--- config.mk ---
export PLATFORM = sky130hd
export DESIGN_NAME = fifo_uart_tx
export DESIGN_NICKNAME = d
export VERILOG_FILES = /design/src/rtl/fifo_uart_tx_pkg.sv /design/src/rtl/fifo_uart_tx_serializer.sv /design/src/rtl/fifo_uart_tx.sv
export SDC_FILE = /design/constraint.sdc
export NUM_CORES = 1
export LEC_CHECK = 0
export ABC_AREA = 1
export CAP_MARGIN = 40
export CORE_ASPECT_RATIO = 2
export CORE_MARGIN = 8
export CORE_UTILIZATION = 29
export DETAILED_ROUTE_END_ITERATION = 7
export HOLD_SLACK_MARGIN = 0.05
export PLACE_DENSITY = 0.52
export SLEW_MARGIN = 30
export SYNTH_ARGS = -nofsm -noshare
export SYNTH_HDL_FRONTEND = slang
export SYNTH_SLANG_ARGS = --single-unit
--- constraint.sdc ---
create_clock -name CLK -period 1.8 [get_ports CLK]
set_input_delay 0.36 -clock CLK [delete_from_list [all_inputs] [get_ports CLK]]
set_output_delay 0.36 -clock CLK [all_outputs]
set_load 0.05 [all_outputs]
--- src/rtl/fifo_uart_tx_pkg.sv ---
// Shared definitions for the FIFO-fed UART transmitter.
//   - FSM state encoding (binary, 3 bits)
//   - parity type codes
//   - serial line levels
package fifo_uart_tx_pkg;

  localparam logic [2:0] ST_IDLE   = 3'd0;
  localparam logic [2:0] ST_LOAD   = 3'd1;
  localparam logic [2:0] ST_START  = 3'd2;
  localparam logic [2:0] ST_DATA   = 3'd3;
  localparam logic [2:0] ST_PARITY = 3'd4;
  localparam logic [2:0] ST_STOP   = 3'd5;

  typedef enum logic [2:0] {
    S_IDLE   = ST_IDLE,
    S_LOAD   = ST_LOAD,
    S_START  = ST_START,
    S_DATA   = ST_DATA,
    S_PARITY = ST_PARITY,
    S_STOP   = ST_STOP
  } tx_state_e;

  localparam logic PAR_EVEN = 1'b0;
  localparam logic PAR_ODD  = 1'b1;

  localparam logic IDLE_LEVEL  = 1'b1;
  localparam logic START_LEVEL = 1'b0;

endpackage

--- src/rtl/fifo_uart_tx_serializer.sv ---
// uart_tx_serializer: payload shift register, bit counter and parity.
// Ports:
//   clk, rst_n   clock, async active-low reset
//   load         capture data (clears counter, latches data parity)
//   shift        shift right one place, advance bit counter
//   data         word to serialize
//   ser_bit      bit 0 of the register as it will be after this cycle
//                (feeds the registered line driver in the top)
//   last_bit     counter is at DATA_WIDTH-1
//   parity_bit   XOR of the captured word
module uart_tx_serializer #(
  parameter int DATA_WIDTH = 8
) (
  input  logic                  clk,
  input  logic                  rst_n,
  input  logic                  load,
  input  logic                  shift,
  input  logic [DATA_WIDTH-1:0] data,
  output logic                  ser_bit,
  output logic                  last_bit,
  output logic                  parity_bit
);

  localparam int CW = (DATA_WIDTH > 1) ? $clog2(DATA_WIDTH) : 1;

  logic [DATA_WIDTH-1:0] sh_q, sh_d;
  logic [CW-1:0]         cnt_q, cnt_d;
  logic                  par_q, par_d;

  always_comb begin
    sh_d  = sh_q;
    cnt_d = cnt_q;
    par_d = par_q;
    if (load) begin
      sh_d  = data;
      cnt_d = '0;
      par_d = ^data;
    end else if (shift) begin
      sh_d  = {1'b0, sh_q[DATA_WIDTH-1:1]};
      cnt_d = last_bit ? '0 : cnt_q + CW'(1);
    end
  end

  // Look-ahead bit: the top registers the line, so it needs the bit that
  // will sit at position 0 during the next cycle.
  assign ser_bit    = sh_d[0];
  assign last_bit   = (cnt_q == CW'(DATA_WIDTH - 1));
  assign parity_bit = par_q;

  always_ff @(posedge clk or negedge rst_n) begin
    if (!rst_n) begin
      sh_q  <= '0;
      cnt_q <= '0;
      par_q <= 1'b0;
    end else begin
      sh_q  <= sh_d;
      cnt_q <= cnt_d;
      par_q <= par_d;
    end
  end

endmodule

--- src/rtl/fifo_uart_tx.sv ---
// fifo_uart_tx: pops bytes from the TX FIFO read side and sends each as an
// 8N1 / 8E1 / 8O1 frame, one bit per CLK cycle.
// Ports:
//   CLK, RST       UART bit clock, async active-low reset
//   FIFO_RD_DATA   word at the FIFO read pointer
//   FIFO_EMPTY     FIFO empty flag (CLK domain)
//   PAR_EN/PAR_TYP parity enable / type (0 even, 1 odd), latched at LOAD
//   FIFO_RD_INC    one-cycle pop strobe, high only in LOAD
//   TX_OUT         serial line, idles high
//   BUSY           high from LOAD through STOP
// All outputs come straight from flops whose D inputs are decoded from the
// next state, so they line up with the state register and cannot glitch.
module fifo_uart_tx
  import fifo_uart_tx_pkg::*;
#(
  parameter int DATA_WIDTH = 8
) (
  input  logic                  CLK,
  input  logic                  RST,
  input  logic [DATA_WIDTH-1:0] FIFO_RD_DATA,
  input  logic                  FIFO_EMPTY,
  input  logic                  PAR_EN,
  input  logic                  PAR_TYP,
  output logic                  FIFO_RD_INC,
  output logic                  TX_OUT,
  output logic                  BUSY
);

  tx_state_e state_q, state_d;
  logic      par_en_q, par_en_d;
  logic      par_typ_q, par_typ_d;
  logic      tx_q, tx_d;
  logic      busy_q, busy_d;
  logic      rd_inc_q, rd_inc_d;

  logic      load, shift;
  logic      ser_bit, last_bit, parity_bit;

  assign load  = (state_q == S_LOAD);
  assign shift = (state_q == S_DATA);

  uart_tx_serializer #(.DATA_WIDTH(DATA_WIDTH)) u_ser (
    .clk        (CLK),
    .rst_n      (RST),
    .load       (load),
    .shift      (shift),
    .data       (FIFO_RD_DATA),
    .ser_bit    (ser_bit),
    .last_bit   (last_bit),
    .parity_bit (parity_bit)
  );

  always_comb begin
    state_d   = state_q;
    par_en_d  = par_en_q;
    par_typ_d = par_typ_q;
    tx_d      = IDLE_LEVEL;

    case (state_q)
      S_IDLE:   if (!FIFO_EMPTY) state_d = S_LOAD;
      S_LOAD:   state_d = S_START;
      S_START:  state_d = S_DATA;
      S_DATA:   if (last_bit) state_d = par_en_q ? S_PARITY : S_STOP;
      S_PARITY: state_d = S_STOP;
      S_STOP:   state_d = FIFO_EMPTY ? S_IDLE : S_LOAD;
      default:  state_d = S_IDLE;
    endcase

    if (load) begin
      par_en_d  = PAR_EN;
      par_typ_d = PAR_TYP;
    end

    // Line level for the cycle we are about to enter.
    case (state_d)
      S_START:  tx_d = START_LEVEL;
      S_DATA:   tx_d = ser_bit;
      S_PARITY: tx_d = parity_bit ^ (par_typ_q == PAR_ODD);
      default:  tx_d = IDLE_LEVEL;
    endcase

    busy_d   = (state_d != S_IDLE);
    rd_inc_d = (state_d == S_LOAD);
  end

  always_ff @(posedge CLK or negedge RST) begin
    if (!RST) begin
      state_q   <= S_IDLE;
      par_en_q  <= 1'b0;
      par_typ_q <= 1'b0;
      tx_q      <= IDLE_LEVEL;
      busy_q    <= 1'b0;
      rd_inc_q  <= 1'b0;
    end else begin
      state_q   <= state_d;
      par_en_q  <= par_en_d;
      par_typ_q <= par_typ_d;
      tx_q      <= tx_d;
      busy_q    <= busy_d;
      rd_inc_q  <= rd_inc_d;
    end
  end

  assign TX_OUT      = tx_q;
  assign BUSY        = busy_q;
  assign FIFO_RD_INC = rd_inc_q;

endmodule

==> results_dict.tcl <==
# metrics dict for downstream scripts
set metrics [dict create \
    outcome "finished clean" \
    top_logic_kind "simple AND/OR/NAND/NOR gates" \
    area_delta_synth_final_pct 24.6 \
    n_all_buffers 18 \
    wl_met3_um 48 \
    met2_usage 0.180 \
    whs_ns 0.438 \
    htree_levels 1 \
    inv_count 27 \
    drc 0 \
    ys_seq_frac 0.471 \
    die-width_um 58.8 \
    synth.ff_latch_count 20 \
    dr.pass1.iters 4 \
    syn_inst 141 \
    seqPwrFrac 0.377 \
    dp_slack_ns 0.231 \
    clock_power_mw 0.302 \
    lay_top_count "nand2_1" \
    yosys_cells 141 \
    drt-vias-per-instance 4.43 \
    grt_util_met3 0.0127 \
    io_pins 16 \
    lay_top_cells "nand2_1 (52), inv_1 (24), dfrtp_1 (19), clkdlybuf4s50_1 (12), nor2_1 (10)" \
    busiest_layer "met2" \
    postPlaceCellArea_um2 1280 \
    drt_iter0_drc 22 \
    switchingPower_mw 0.885 \
    ys_sh_mux 0 \
    worst_pin_slew_ns 0.271 \
    worstSetupStartpoint "u_ser.cnt_q[0]$_DFFE_PN0P_" \
    fmax_ghz 0.674 \
    period_used_share 0.824 \
    top_cell_area_share 0.447 \
    relSlewSlack 0.819 \
    globalplace.congestion 0.777 \
    endpoint_kind "flip-flop" \
    comb_power_share 0.478 \
    pwr-share-clk 0.145 \
    drt-total-wl_mm 2.39 \
    clk_pin_slew_worst_paths_ns 0.07 \
    hold_violations 0 \
    dominant_cells "sequential cells" \
    port-buffer-count 15 \
    clock_buffers 4 \
    path_depth 7 \
    xor_share 0.0165 \
    logic_gate_count 92 \
    clock_area_frac 0.0340 \
    cts_sinks 20 \
    comb_area_um2 452 \
    finalInstanceArea_um2 1330 \
    critPathKind "reg2reg" \
    nWellTaps 49 \
    top_register "u_ser.sh_q" \
    setup_viol 0 \
    hold_class "in2async" \
    slowest_stage "dfrtp_1" \
    most_common_cell "nand2_1" \
    synth_area_um2 1060 \
    top_regs "u_ser.sh_q x8, state_q x3, u_ser.cnt_q x3" \
    grt_remaining_overflow 0 \
    clock.latency.late_pin_ns 0.26 \
    setup_ws_ns 0.317 \
    syn_area_per_cell_um2 7.55 \
    fin_crit_ns 1.48 \
    fp_util 0.298 \
    wl_per_cell_um 11.4 \
    vias 930 \
    power-per-cell-area_nw_per_um2 1570 \
    n_fill_cell 396 \
    chipArea_um2 5980 \
    regToRegEndpoint "BUSY$_DFF_PN0_" \
    diodes 0 \
    worst-path-max-fanout 3 \
    internal_power_mw 1.20 \
    crit_end "BUSY$_DFF_PN0_" \
    numCtsBuffers 3 \
]
**Routing congestion**

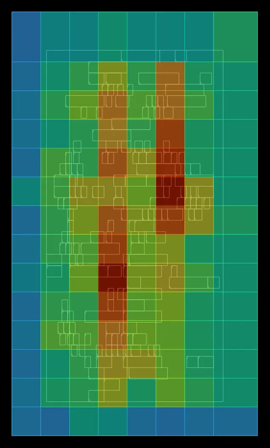
total track usage: 0.0956
GR Util met1: 0.0902

**Sequential cells coloured by netlist name**

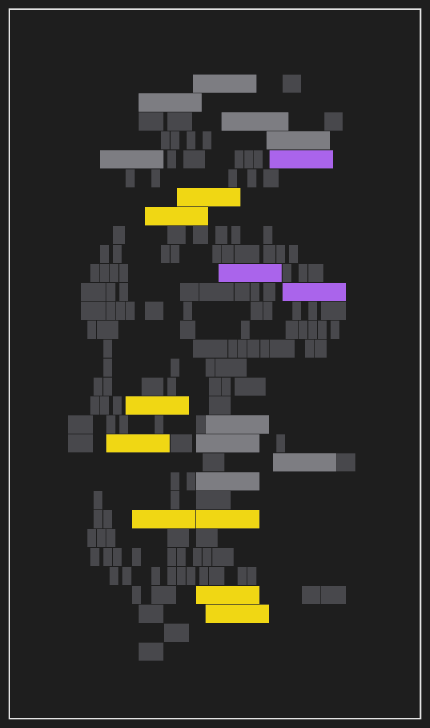
legend:
  state_q:
    colour: purple
    sequential_cells: 3
  u_ser.sh_q:
    colour: yellow
    sequential_cells: 8
Final Util: 0.372
Reg area: 502 µm²
Seq/total area: 0.378
P_seq: 0.787 mW

Power figures rest on the tool's default switching activity, not on a simulated workload.
